<file path="src/rtl/ahb_slave_ctrl.sv">
// AHB-Lite slave front-end driving a split read/write strobe memory port.
// Define AHB_SLAVE_ERR_EN to reject oversize/misaligned transfers with a two-cycle ERROR response.
module ahb_slave_ctrl #(
    parameter int ADDR_BITS = 16,
    parameter int DATA_BITS = 32
) (
    input  logic                   clk,
    input  logic                   reset,
    input  logic                   HSEL,
    input  logic [ADDR_BITS-1:0]   HADDR,
    input  logic [1:0]             HTRANS,
    input  logic                   HWRITE,
    input  logic [2:0]             HSIZE,
    input  logic [DATA_BITS-1:0]   HWDATA,
    input  logic                   HREADY,
    output logic [DATA_BITS-1:0]   HRDATA,
    output logic                   HREADYOUT,
    output logic                   HRESP,
    output logic                   WR,
    output logic [ADDR_BITS-1:0]   ADDR_WR,
    output logic [DATA_BITS-1:0]   DIN,
    output logic [DATA_BITS/8-1:0] BSEL,
    output logic                   RD,
    output logic [ADDR_BITS-1:0]   ADDR_RD,
    input  logic [DATA_BITS-1:0]   DOUT,
    output logic [2:0]             fsm_state
);
    localparam int BX = DATA_BITS / 8;
    localparam int LB = $clog2(BX);

    typedef enum logic [2:0] {
        IDLE   = 3'd0,
        WDATA  = 3'd1,
        RDATA  = 3'd2,
        RSTALL = 3'd3
`ifdef AHB_SLAVE_ERR_EN
        ,
        ERR1   = 3'd4,
        ERR2   = 3'd5
`endif
    } state_t;

    state_t               state;
    logic [ADDR_BITS-1:0] addr_wr_q;
    logic [ADDR_BITS-1:0] addr_rd_q;
    logic [BX-1:0]        bsel_q;
    logic                 hready_q;
`ifdef AHB_SLAVE_ERR_EN
    logic                 hresp_q;
`endif

    logic          take;
    logic          is_read;
    logic          hazard;
    logic          bad;
    logic [BX-1:0] lanes;

    // A lane is on when it falls in the same size-aligned block as the address.
    function automatic logic [BX-1:0] lane_mask(input logic [2:0] size, input logic [LB-1:0] off);
        logic [BX-1:0] m;
        int sz;
        int o;
        sz = int'(size);
        o  = int'(off);
        for (int i = 0; i < BX; i++)
            m[i] = (sz >= LB) || ((i >> sz) == (o >> sz));
        return m;
    endfunction

    // hready_q is low only in wait states, so it also blocks accepts there.
    assign take    = HSEL & HTRANS[1] & HREADY & hready_q;
    assign is_read = take & ~HWRITE & ~bad;
    assign hazard  = is_read && (state == WDATA) &&
                     (HADDR[ADDR_BITS-1:LB] == addr_wr_q[ADDR_BITS-1:LB]);
    assign lanes   = lane_mask(HSIZE, HADDR[LB-1:0]);

`ifdef AHB_SLAVE_ERR_EN
    assign bad   = (int'(HSIZE) > LB) ||
                   ((int'(HADDR[LB-1:0]) & ((1 << int'(HSIZE)) - 1)) != 0);
    assign HRESP = hresp_q;
`else
    assign bad   = 1'b0;
    assign HRESP = 1'b0;
`endif

    assign HRDATA    = DOUT;
    assign DIN       = HWDATA;
    assign HREADYOUT = hready_q;
    assign ADDR_WR   = addr_wr_q;
    assign BSEL      = bsel_q;
    assign WR        = reset && (state == WDATA);
    assign RD        = reset && ((state == RSTALL) || (is_read && !hazard));
    assign ADDR_RD   = (state == RSTALL) ? addr_rd_q : HADDR;
    assign fsm_state = state;

    always_ff @(posedge clk) begin
        if (!reset) begin
            state     <= IDLE;
            hready_q  <= 1'b1;
            addr_wr_q <= '0;
            addr_rd_q <= '0;
            bsel_q    <= '0;
`ifdef AHB_SLAVE_ERR_EN
            hresp_q   <= 1'b0;
`endif
        end else begin
            hready_q <= 1'b1;
`ifdef AHB_SLAVE_ERR_EN
            hresp_q  <= 1'b0;
`endif
            if (take) begin
`ifdef AHB_SLAVE_ERR_EN
                if (bad) begin
                    state    <= ERR1;
                    hready_q <= 1'b0;
                    hresp_q  <= 1'b1;
                end else
`endif
                if (HWRITE) begin
                    state     <= WDATA;
                    addr_wr_q <= HADDR;
                    bsel_q    <= lanes;
                end else if (hazard) begin
                    // Re-issue the read once the pending write has landed.
                    state     <= RSTALL;
                    hready_q  <= 1'b0;
                    addr_rd_q <= HADDR;
                end else begin
                    state <= RDATA;
                end
            end else begin
                case (state)
                    RSTALL:  state <= RDATA;
`ifdef AHB_SLAVE_ERR_EN
                    ERR1: begin
                        state   <= ERR2;
                        hresp_q <= 1'b1;
                    end
`endif
                    default: state <= IDLE;
                endcase
            end
        end
    end
endmodule

</file>
<file path="config.mk">
export PLATFORM = sky130hd
export DESIGN_NAME = ahb_slave_ctrl
export DESIGN_NICKNAME = d
export VERILOG_FILES = /design/src/rtl/ahb_slave_ctrl.sv
export SDC_FILE = /design/constraint.sdc
export NUM_CORES = 1
export LEC_CHECK = 0
export ABC_AREA = 1
export CAP_MARGIN = 0
export CORE_UTILIZATION = 37
export CTS_CLUSTER_DIAMETER = 40
export CTS_CLUSTER_SIZE = 10
export DETAILED_ROUTE_END_ITERATION = 16
export GPL_ROUTABILITY_DRIVEN = 0
export PLACE_DENSITY = 0.87
export SETUP_SLACK_MARGIN = 0.2
export SLEW_MARGIN = 0
export SYNTH_ARGS = -nofsm -noshare
export SYNTH_HDL_FRONTEND = slang
export SYNTH_SLANG_ARGS = --single-unit
export TNS_END_PERCENT = 20
</file>
<file path="constraint.sdc">
create_clock -name clk -period 3.9 [get_ports clk]
set_input_delay 0.78 -clock clk [delete_from_list [all_inputs] [get_ports clk]]
set_output_delay 0.78 -clock clk [all_outputs]
set_load 0.005 [all_outputs]
</file>
Fig. 1: cell outlines without signal wires
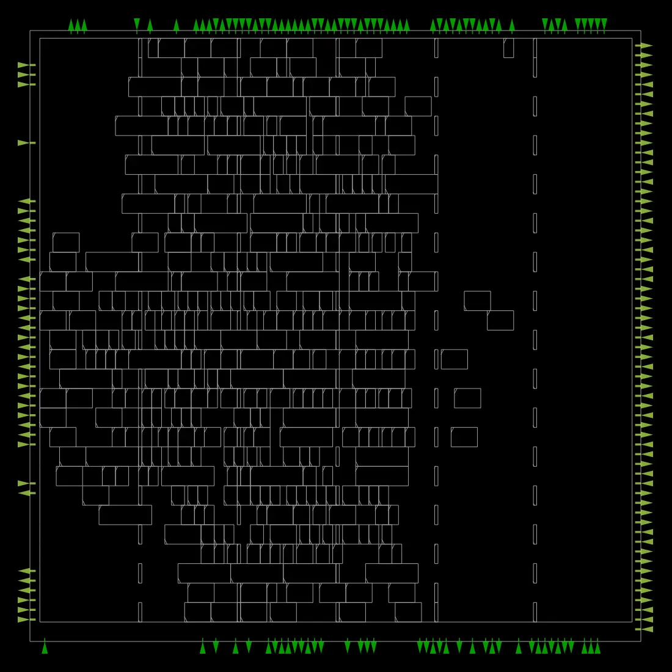
seq_cells: 39
Tap Cells: 80
row cnt: 30
fin util: 0.4254
core area: 0.006756 mm2

Fig. 2: M2 wires
Bar = 20 um.
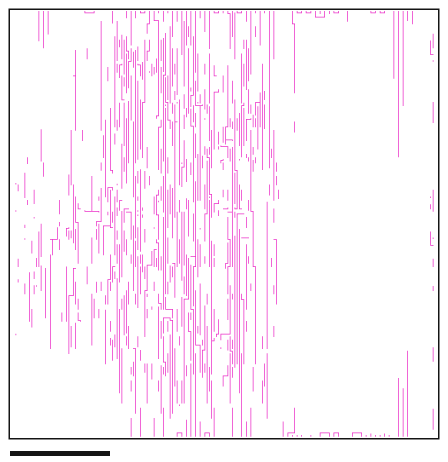
wire length on this layer = 2960 um
main direction = vertical
nets with wire on the layer = 355
share of all routed wire = 49%
met2 usage: 0.2727
Detailed Route WL: 6.050 mm
vias: 2253

Fig. 3: routed metal, one colour a layer
Two of the layers only.
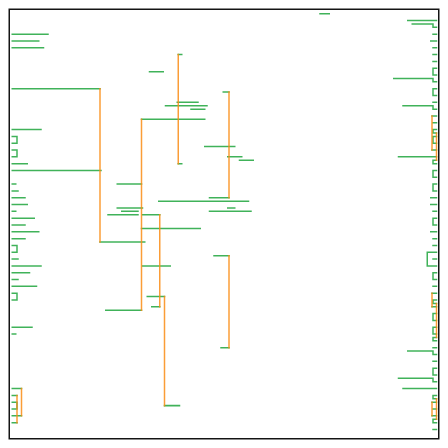
green -> met3  # wire length 398 um
orange -> met4  # wire length 209 um
Wirelength per Cell: 12.96 um
Total GRT Usage: 0.1639

==> changes_impl.md <==
### Changed

* Worst setup path start: HADDR[4]
* Psw at 0.2128 mW
* Mapped Cells at 388
* Die width at 85.40 um
* Non-clk invs at 38
* First-pass GRT wire length at 9.487 mm
* Fraction of layout cells with a size suffix above 1 at 0.08269
* Register-to-Register Path Depth at 7
* Routed vias/inst at 4.824
* Type of origin of the critical path: input pin
* Clk pwr share at 0.322
* Hold Path Class: register to register
* Status: finished, final reports clean
* R2r startpoint: HREADYOUT
* Comb area leader: simple AND/OR/NAND/NOR gates
* Fmax at 0.3020 GHz
* Critical Path RT at 3120 ps
* Yosys warnings at 0
* Most common logic cells in the final layout: nand2_1, clkdlybuf4s50_1, nor2_1, dfxtp_1, o21ai_0
* Largest net degree at the start of global routing at 35
* Leading cell kind: logic gates
* Top logic cell by instance count in the layout: nand2_1
* Number of gates resized after cts at 0
* Commonest cells in the netlist: nand2_1, buf_4, nor2_1
* Die Span Y at 85.40 um
* Top cell area share at 0.3034
* Seq share, synth at 0.3034
* Hpwl dp at 4.671 mm
* Comb. cell area at 0.001081 mm2
* Busiest grt layer: met2
* Mux cell area share at 0
* Initial antenna violation count at 0
* Max Cap Viol at 0
* Worst-margin pin slew at 774.3 ps
* Unrepaired setup endpoints after global routing: no
* Fin nets at 476
* Max-slew violation count at 0
* CTS Hold Buffers Added at 0
* DRC viols at 0
* Flop pwr share at 0.504
* Clk pin slew, worst setup/hold paths at 70 ps
* Non-clock buffer count at 70
* Yosys adder share at 0
* Comb area share at 0.3761
* Chip area at 0.007293 mm2
* Synth area leaders: dfxtp_1, buf_4, nand2_1, nor2_1, o21ai_0
* Net Sw Frac at 0.2607
* Fin area at 0.002874 mm2
* Avg Cell Area, Syn at 6.633 um2
* Ys cells at 388
* Buffer share of cell area at 0.2394
* CP endpoint: RD
* Period minus WS final at 3311 ps
* Power share of the combinational group at 0.173
* Setup Skew at 4.900 ps
* VDD IR-drop max at 154.4 uV
* Worst reg-to-reg setup slack at 2220 ps
* Clk cell area share at 0.02830
* # setup viols final at 0
* Post-synth EDFFs at 0
* Global route overflow at 0
* Clock root cell: clkbuf_8
* Largest area contributor in the synthesized netlist: dfxtp_1
* Sink Count at 39
* Cell Type Count at 29
* Reg-to-reg critical path endpoint: ADDR_WR[6]
* Post-synth regs at 39
* Filler instances at 686
* Pwr dens at 284.1 mW/mm2
* Initial Utilization at 0.3809
* Xor+xnor area frac at 0.006806
* Setup ws final at 589.2 ps
* # diodes at 0
* Crit path arrival time at 2530 ps
* Cell Area, Placed at 0.002793 mm2
* Clock buffer cells at 7
* CP Max Fanout at 3
* Ys async rst share at 0
* GR Layer Usage met1 at 0.1879
* Ys flop type: dfxtp_1
Fig. 4: sequential cells coloured by netlist name
Other sequential cells in the stronger grey, the rest of the logic in the fainter grey.
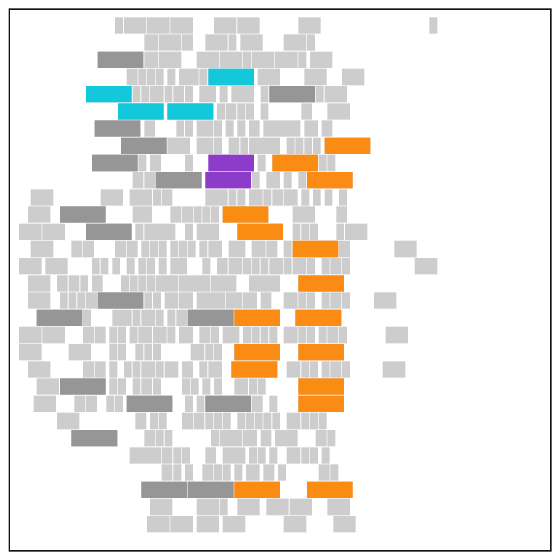
purple -> fsm_state  # sequential cells 2
orange -> addr_rd_q  # sequential cells 16
cyan -> BSEL  # sequential cells 4
not coloured = 17
seq pwr: 0.412 mW
register area: 780.7 um2
Seq/total area: 0.2717

Fig. 5: nets reached from selected ports
Bar = 20 um.
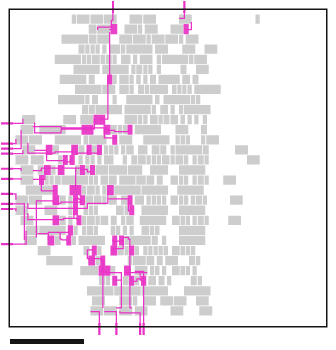
magenta -> HADDR  # direction input, edge 10 west, 4 south, 2 north, end cells 47, buffers 16, wire 441 um

[state kept, by name, summed over array words and instances, names as in the netlist]
name	cells
HREADYOUT	1
fsm_state	2
addr_rd_q	16
ADDR_WR	16
BSEL	4
[how the worst min path moves through the flow]
stage | start | end
2_1_floorplan | addr_rd_q[1] | addr_rd_q[1]
3_3_place_gp | ADDR_WR[1] | ADDR_WR[1]
3_5_place_dp | ADDR_WR[1] | ADDR_WR[1]
4_1_cts | ADDR_WR[1] | ADDR_WR[1]
5_1_grt | ADDR_WR[4] | ADDR_WR[4]
6_report | ADDR_WR[1] | ADDR_WR[1]
[per-stage QoR]
step                instances  hold WS, ps  power, mW  utilization
floorplan                 389        454.4     0.5377            -
global placement          459        459.8     0.5582       0.4133
detailed placement        459        464.8     0.5617       0.4133
CTS                       467        475.0     0.8213       0.4254
global route              467        509.3     0.8524       0.4254
finish                    467        471.5     0.8165       0.4254
[worst max-delay path, cell delays in order]
cell             delay [ps]
clkdlybuf4s50_1         520
inv_1                    90
nor2_1                  140
nor2_1                   50
nand2_1                  70
nor2_2                   40
nand3_1                 110
nand2_1                  60
a21oi_1                 140
clkdlybuf4s50_1         520
[routing by layer]
metal	vias to the layer above	share of wire	routed length [um]
li1	1153	-	-
met1	970	0.41	2488
met2	98	0.49	2955
met3	32	0.066	397
met4	0	0.035	209
met5	-	0	0
[power by group through the flow]
stage	logic, mW	clock network [mW]	registers (mW)
finish	0.141	0.263	0.412
floorplan	0.117	0	0.421
detailed placement	0.141	0	0.421
global placement	0.138	0	0.421
global route	0.155	0.285	0.413
CTS	0.141	0.268	0.412
No activity file was given, so power comes from the tool's default toggle rates.
